==> config.mk <==
export PLATFORM = sky130hd
export DESIGN_NAME = npu_seq
export DESIGN_NICKNAME = d
export VERILOG_FILES = /design/src/rtl/npu_pkg.sv /design/src/rtl/npu_seq_fifo.sv /design/src/rtl/npu_seq.sv
export SDC_FILE = /design/constraint.sdc
export NUM_CORES = 1
export LEC_CHECK = 0
export CORE_MARGIN = 1.5
export CORE_UTILIZATION = 50
export DETAILED_ROUTE_END_ITERATION = 8
export PLACE_DENSITY = 0.81
export SYNTH_ARGS = -nofsm -noshare
export SYNTH_HDL_FRONTEND = slang
export SYNTH_SLANG_ARGS = --single-unit
==> constraint.sdc <==
create_clock -name clk_i -period 2.7 [get_ports clk_i]
set_input_delay 0.27 -clock clk_i [delete_from_list [all_inputs] [get_ports clk_i]]
set_output_delay 0.27 -clock clk_i [all_outputs]
set_load 0.02 [all_outputs]
==> run_1/m2.png <==
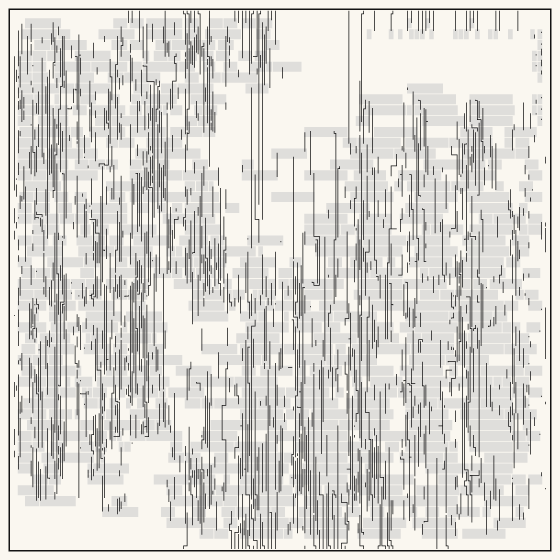
nets with wire on the layer	724
longest straight run	50.0 um
total number of vias: 5006
detailed-route wire length: 17390 um
met2 Track Usage GR: 31.86%

==> run_1/m3.png <==
The bar under the picture is 50 um long.
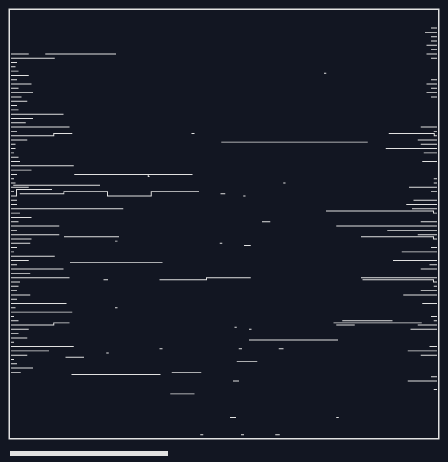
nets with wire on the layer	146
wire length on this layer	1270 um
longest straight run	46.0 um
routing usage on met3: 4.302%

==> run_1/port_trees.png <==
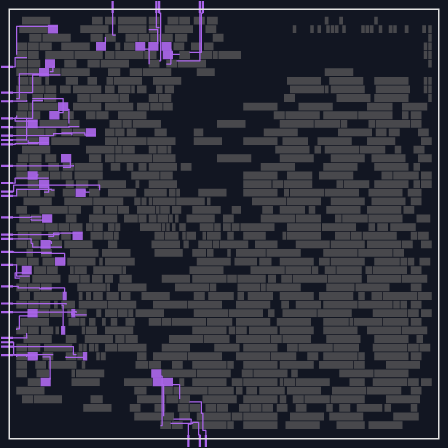
port	colour	bits	direction	edge	end cells	wire
wdata_o	purple	32	output	24 left, 5 top, 3 bottom	32	730 um
Top-Level Pins: 201
Port Buffer Count: 170

==> run notes, run 1 <==
Status on the layout run. The flow ran to the end, and the final reports show no timing, DRC or antenna violations. TritonCTS built the clock tree. The report lists the power per cell area as 1083 mW/mm^2. The synthesis run shows the most used standard cells to be sky130_fd_sc_hd__edfxtp_1 (128), sky130_fd_sc_hd__dfrtp_1 (74), sky130_fd_sc_hd__mux2_2 (51). Portion of the clock cycle consumed by the worst path in the final layout landed at 96.74%. Before placement the cells fill 50.92% of the core. The registers of the reported paths see a clock transition of 0.06 ns. In the final layout, the fill cell count is 1190. Worst slew slack as a fraction of its limit landed at 60.05%. Per the final timing report, the hold violations number 0. In this run the number of H-tree levels came out at 1. TritonCTS created 21 clock buffers. Synthesis handed over a netlist of 525 instances.

For this run the detailed placement stage logged an HPWL of 11510 um. Remaining number of nets flagged by the antenna check after routing landed at 0. The floorplan has 48 rows. Yosys reported that registers with async set or reset make up 36.95%. For this run, the final setup violation count is recorded as 0. Remaining routing DRC violations landed at 0. Actual transition at the worst max-transition pin landed at 0.5965 ns. Maximum clock skew at final layout landed at 0.009499 ns.

Once routing completed, OpenROAD measured the worst setup slack at 0.08810 ns. After synthesis, the chip area reported by Yosys is 0.008746 sq mm. Setup repair after global routing could not meet its margin everywhere. Among all stages on the critical path, the maximum delay recorded is 0.54 ns. Number of antenna violations at the first check in global routing landed at 0.

Per the detail_route report, vias per standard cell equal 5.297. Per-cell routed wire length landed at 18.40 um. Maximum number of pins on one net before global-route repair landed at 76.

Looking at the critical path, the highest net fanout was 23. The number of antenna diodes in the final layout is 0. Detailed-route iteration 0 reported a violation count of 237. The synthesized netlist occupies a cell area of 0.008746 sq mm. Per the OpenROAD power report, leakage power amounts to 0.004203 uW. Per the power-grid run, VDD falls by no more than 0.8139 mV. Number of violations of the max-capacitance limit landed at 0. For this run, the post-layout net count is 811.

Highest achievable clock rate landed at 382.9 MHz. The first global-routing pass estimated 27440 um of wire. Width of the die landed at 135.3 um. The total overflow left after global routing is 0. Number of enable flip-flop cells landed at 128. Register-to-register setup slack landed at 0.43 ns. The report puts the hold buffer count at CTS at 0.

Source-to-sink clock delay at the later pin of the worst-skew pair landed at 0.49 ns. The most used flip-flop cell after synthesis is sky130_fd_sc_hd__edfxtp_1. In this run the deepest clock path goes through 3 buffers. Area of the core landed at 0.01718 sq mm. Logic depth of the worst setup path including buffers landed at 4. By instance count after routing, the leading logic cell types are sky130_fd_sc_hd__clkdlybuf4s50_1 (165), sky130_fd_sc_hd__edfxtp_1 (128), sky130_fd_sc_hd__dfrtp_1 (72), sky130_fd_sc_hd__mux2_2 (51), sky130_fd_sc_hd__and2_1 (37).

CTS saw 203 sinks. Cell count in the Yosys report landed at 525. After layout, the minimum clock period comes to 2.612 ns. Via count of the first global-routing pass landed at 5304.

Leaving out buffers and inverters, the combinational logic in the layout accounts for 0.002699 sq mm.
==> run 1: routing by layer <==
metal  vias up  GRT usage (%)  wire length, um
li1       2268              -                -
met1      2519          25.93             7197
met2       184          31.86             8542
met3        35          4.302             1274
met4         0          5.735              374
met5         -              0                0
==> run 1: kinds of logic (layout without fill, tap and decap cells) <==
group	count (synthesis)	after routing	share of synthesized area, %
flops	203	203	65.42
mux	92	92	15.95
simple gates	77	77	5.250
buf+inv	69	235	5.165
compound gates	44	44	3.920
xor+xnor	33	33	3.305
fa+ha+maj	6	6	0.9442
other cells	1	30	0.04288
==> run 1: worst reg2reg max path, stage by stage (launching register included) <==
cell and delay (ns):
sky130_fd_sc_hd__dfrtp_1 0.46, sky130_fd_sc_hd__nor2_1 0.19, sky130_fd_sc_hd__nand2_1 0.07, sky130_fd_sc_hd__a31oi_1 0.47
sky130_fd_sc_hd__and2_1 0.49, sky130_fd_sc_hd__buf_12 0.26
==> run 1: metrics by stage <==
| stage | hold WS [ns] | TNS, ns | cell area [sq um] | power [uW] |
|---|---|---|---|---|
| global placement | 0.4695 | 0 | 10610 | 9412 |
| detailed placement | 0.4779 | 0 | 10610 | 9568 |
| CTS | 0.2921 | 0 | 11300 | 12410 |
| floorplan | 0.3689 | 0 | 8855 | 7645 |
| global route | 0.2964 | -0.01660 | 11340 | 12910 |
| finish | 0.2612 | 0 | 11340 | 12290 |
==> run 1: what timing repair did <==
item,4_1_cts,5_1_grt
gates resized,1,10
setup buffers,0,1
pin swaps,0,1
setup endpoints to repair,33,41
gates cloned,1,0
==> run 1: power breakdown <==
part           switching, uW  internal (uW)
sequential               391           3980
clock                   1140           1580
combinational           2420           2770
==> run 1: layout make-up <==
type	count	share of cell area (%)
sequential	203	50.46
clock inverter	11	0.7501
multi-input combinational	282	23.79
inverter	13	0.4412
timing repair buffer	184	17.06
tap	225	2.482
clock buffer	27	5.008
--- run 2 (diff from run 1) ---
--- a/config.mk
+++ b/config.mk
@@ -5,10 +5,12 @@
 export SDC_FILE = /design/constraint.sdc
 export NUM_CORES = 1
 export LEC_CHECK = 0
+export CELL_PAD_IN_SITES_DETAIL_PLACEMENT = 0
+export CELL_PAD_IN_SITES_GLOBAL_PLACEMENT = 1
 export CORE_MARGIN = 1.5
-export CORE_UTILIZATION = 50
+export CORE_UTILIZATION = 42
 export DETAILED_ROUTE_END_ITERATION = 8
-export PLACE_DENSITY = 0.81
+export PLACE_DENSITY = 0.82
 export SYNTH_ARGS = -nofsm -noshare
 export SYNTH_HDL_FRONTEND = slang
 export SYNTH_SLANG_ARGS = --single-unit
==> run_2/m2.png <==
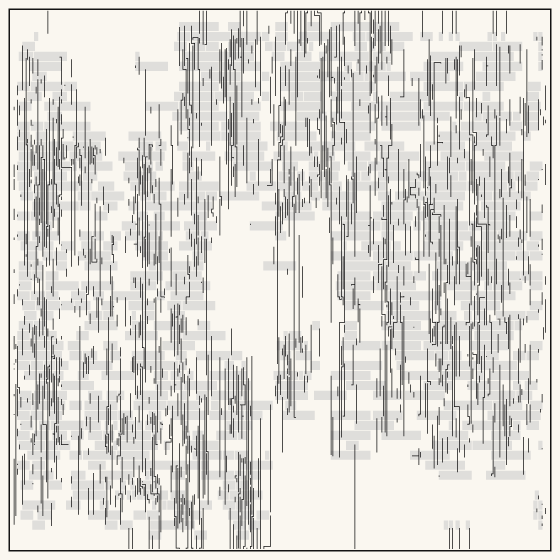
wire length on this layer	9080 um
share of all routed wire	49%
main direction	vertical
detailed-route wire length: 18420 um
total number of vias: 5064

==> run_2/m3.png <==
The bar under the picture is 50 um long.
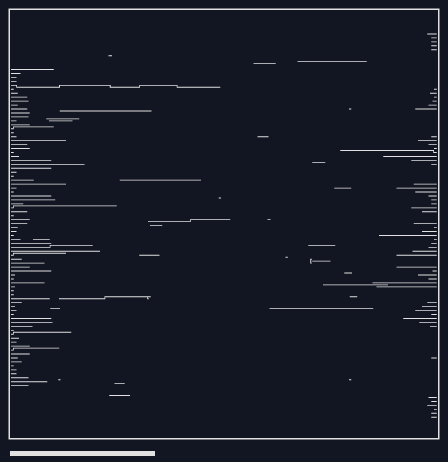
share of all routed wire	6.8%
nets with wire on the layer	151
routing usage on met3: 4.317%

==> run notes, run 2 <==
Status on the layout run. The final tally of hold violations was 0 (unchanged). The number of cell rows is 52 (+8.3%). Largest buffer count on any clock path landed at 3 (unchanged). Clock period minus worst slack landed at 2.640 ns (+0.02824 ns). Number of failing setup endpoints in the final timing report landed at 0 (unchanged).

Layout net count landed at 816 (+0.62%). Post-synthesis async set-or-reset flop share landed at 36.95% (unchanged). TritonCTS built the clock tree. Total design power landed at 12350 uW (+0.54%).

Total power density per cell area landed at 1080 mW/mm^2 (-0.30%). The number of buffers added by the clock tree synthesis step is 22 (+4.8%). Number of port buffers landed at 170 (unchanged). Cell count in the Yosys report landed at 525 (unchanged). Peak supply drop landed at 0.5145 mV (-37%).

Total cell area reported by yosys after synthesis landed at 0.008746 sq mm (unchanged). The buffers inserted during post-CTS setup optimization is 0 (unchanged). Worst hold-check slack landed at 0.2671 ns (+0.005821 ns). The portion of the clock cycle consumed by the worst path in the final layout was 97.78% (+1.0 points).

The remaining number of nets flagged by the antenna check after routing is 0 (unchanged). The number of violations of the max-capacitance limit came to 0 (unchanged). Counting instances in the post-synthesis netlist gives the leading cell types as sky130_fd_sc_hd__edfxtp_1 (128), sky130_fd_sc_hd__dfrtp_1 (74), sky130_fd_sc_hd__mux2_2 (51). Amount of wire on met3 after detailed routing landed at 1260 um (-1.1%).

The violation count after the first detailed-route iteration came to 228 (-3.8%). Via count of the first global-routing pass landed at 5460 (+2.9%). The source-to-sink clock delay at the later pin of the worst-skew pair was 0.49 ns (about the same). Total grt overflow landed at 0 (unchanged).

The number of buffers inserted by hold repair at cts was 0 (unchanged). Number of clock sinks landed at 203 (unchanged). Placed wire-length estimate landed at 12300 um (+6.9%). The run finished with clean final reports. The actual transition at the worst max-transition pin is 0.6622 ns (+0.06571 ns). Area of the core landed at 0.02030 sq mm (+18%). The width of the die is 147.3 um (+8.9%). Register-to-register setup slack landed at 0.46 ns (+0.03 ns). Share of the core filled by cells before placement landed at 43.08% (-7.8 points).

I/O pin count landed at 201 (unchanged). The highest achievable clock rate was 378.8 MHz (-1.1%). The maximum number of pins on one net before global-route repair came to 53 (-30%). Met1 layer wirelength in the final routing landed at 7776 um (+8.0%). The per-cell routed wire length was 18.49 um (+0.49%).

Maximum clock skew at final layout landed at 0.01376 ns (+0.004261 ns). Routed signal wires occupy layers up through met5. Leakage power figure landed at 0.004277 uW (+1.8%). The number of antenna violations at the first check in global routing is 1 (+1).
run 2: final cells by class:
cell class,instances,area [sq um]
flip-flops and latches,203,5725
multi-input cells,282,2699
inverters,13,48.80
clock buffers,39,665.6
repair buffers,188,1957
clock inverters,1,5.005
well taps,270,337.8
fillers,1623,8861
run 2: layer usage:
| layer | up-vias | global-route usage [%] |
|---|---|---|
| met4 | 2 | 3.250 |
| met3 | 24 | 4.317 |
| li1 | 2277 | - |
| met1 | 2574 | 22.12 |
| met5 | - | 0 |
| met2 | 187 | 29.77 |
run 2: logic make-up (layout without fill, tap and decap cells):
group	Yosys count	count (layout)	share of synthesized area [%]
flops	203	203	65.42
fa+ha+maj	6	6	0.9442
mux	92	92	15.95
xor+xnor	33	33	3.305
other cells	1	30	0.04288
buf+inv	69	241	5.165
simple gates	77	77	5.250
compound gates	44	44	3.920
run 2: power by group:
group / switching [uW] / internal [uW]
sequential: 410 / 3980
clock: 1100 / 1660
combinational: 2410 / 2800
total: 3920 / 8430
run 2: what timing repair did:
item                                    CTS  global route
gates cloned                              1             1
endpoints found under the setup margin   29            41
resized                                   1            15
run 2: critical path, cell delays in order, from the launching register on:
cell and delay, ns:
sky130_fd_sc_hd__dfrtp_2 0.46, sky130_fd_sc_hd__clkbuf_16 0.22, sky130_fd_sc_hd__mux4_2 0.51, sky130_fd_sc_hd__and2_1 0.18, sky130_fd_sc_hd__clkdlybuf4s50_1 0.53
run 2: per-stage QoR:
stage / instances / cell area (sq um) / TNS (ns) / setup WS, ns
floorplan: 554 / 8855 / 0 / 0.4871
global placement: 954 / 10660 / 0 / 0.5002
detailed placement: 954 / 10660 / 0 / 0.4297
CTS: 995 / 11370 / 0 / 0.01353
global route: 996 / 11440 / -0.04186 / -0.008056
finish: 996 / 11440 / 0 / 0.05986
Power and IR drop assume default switching activity.
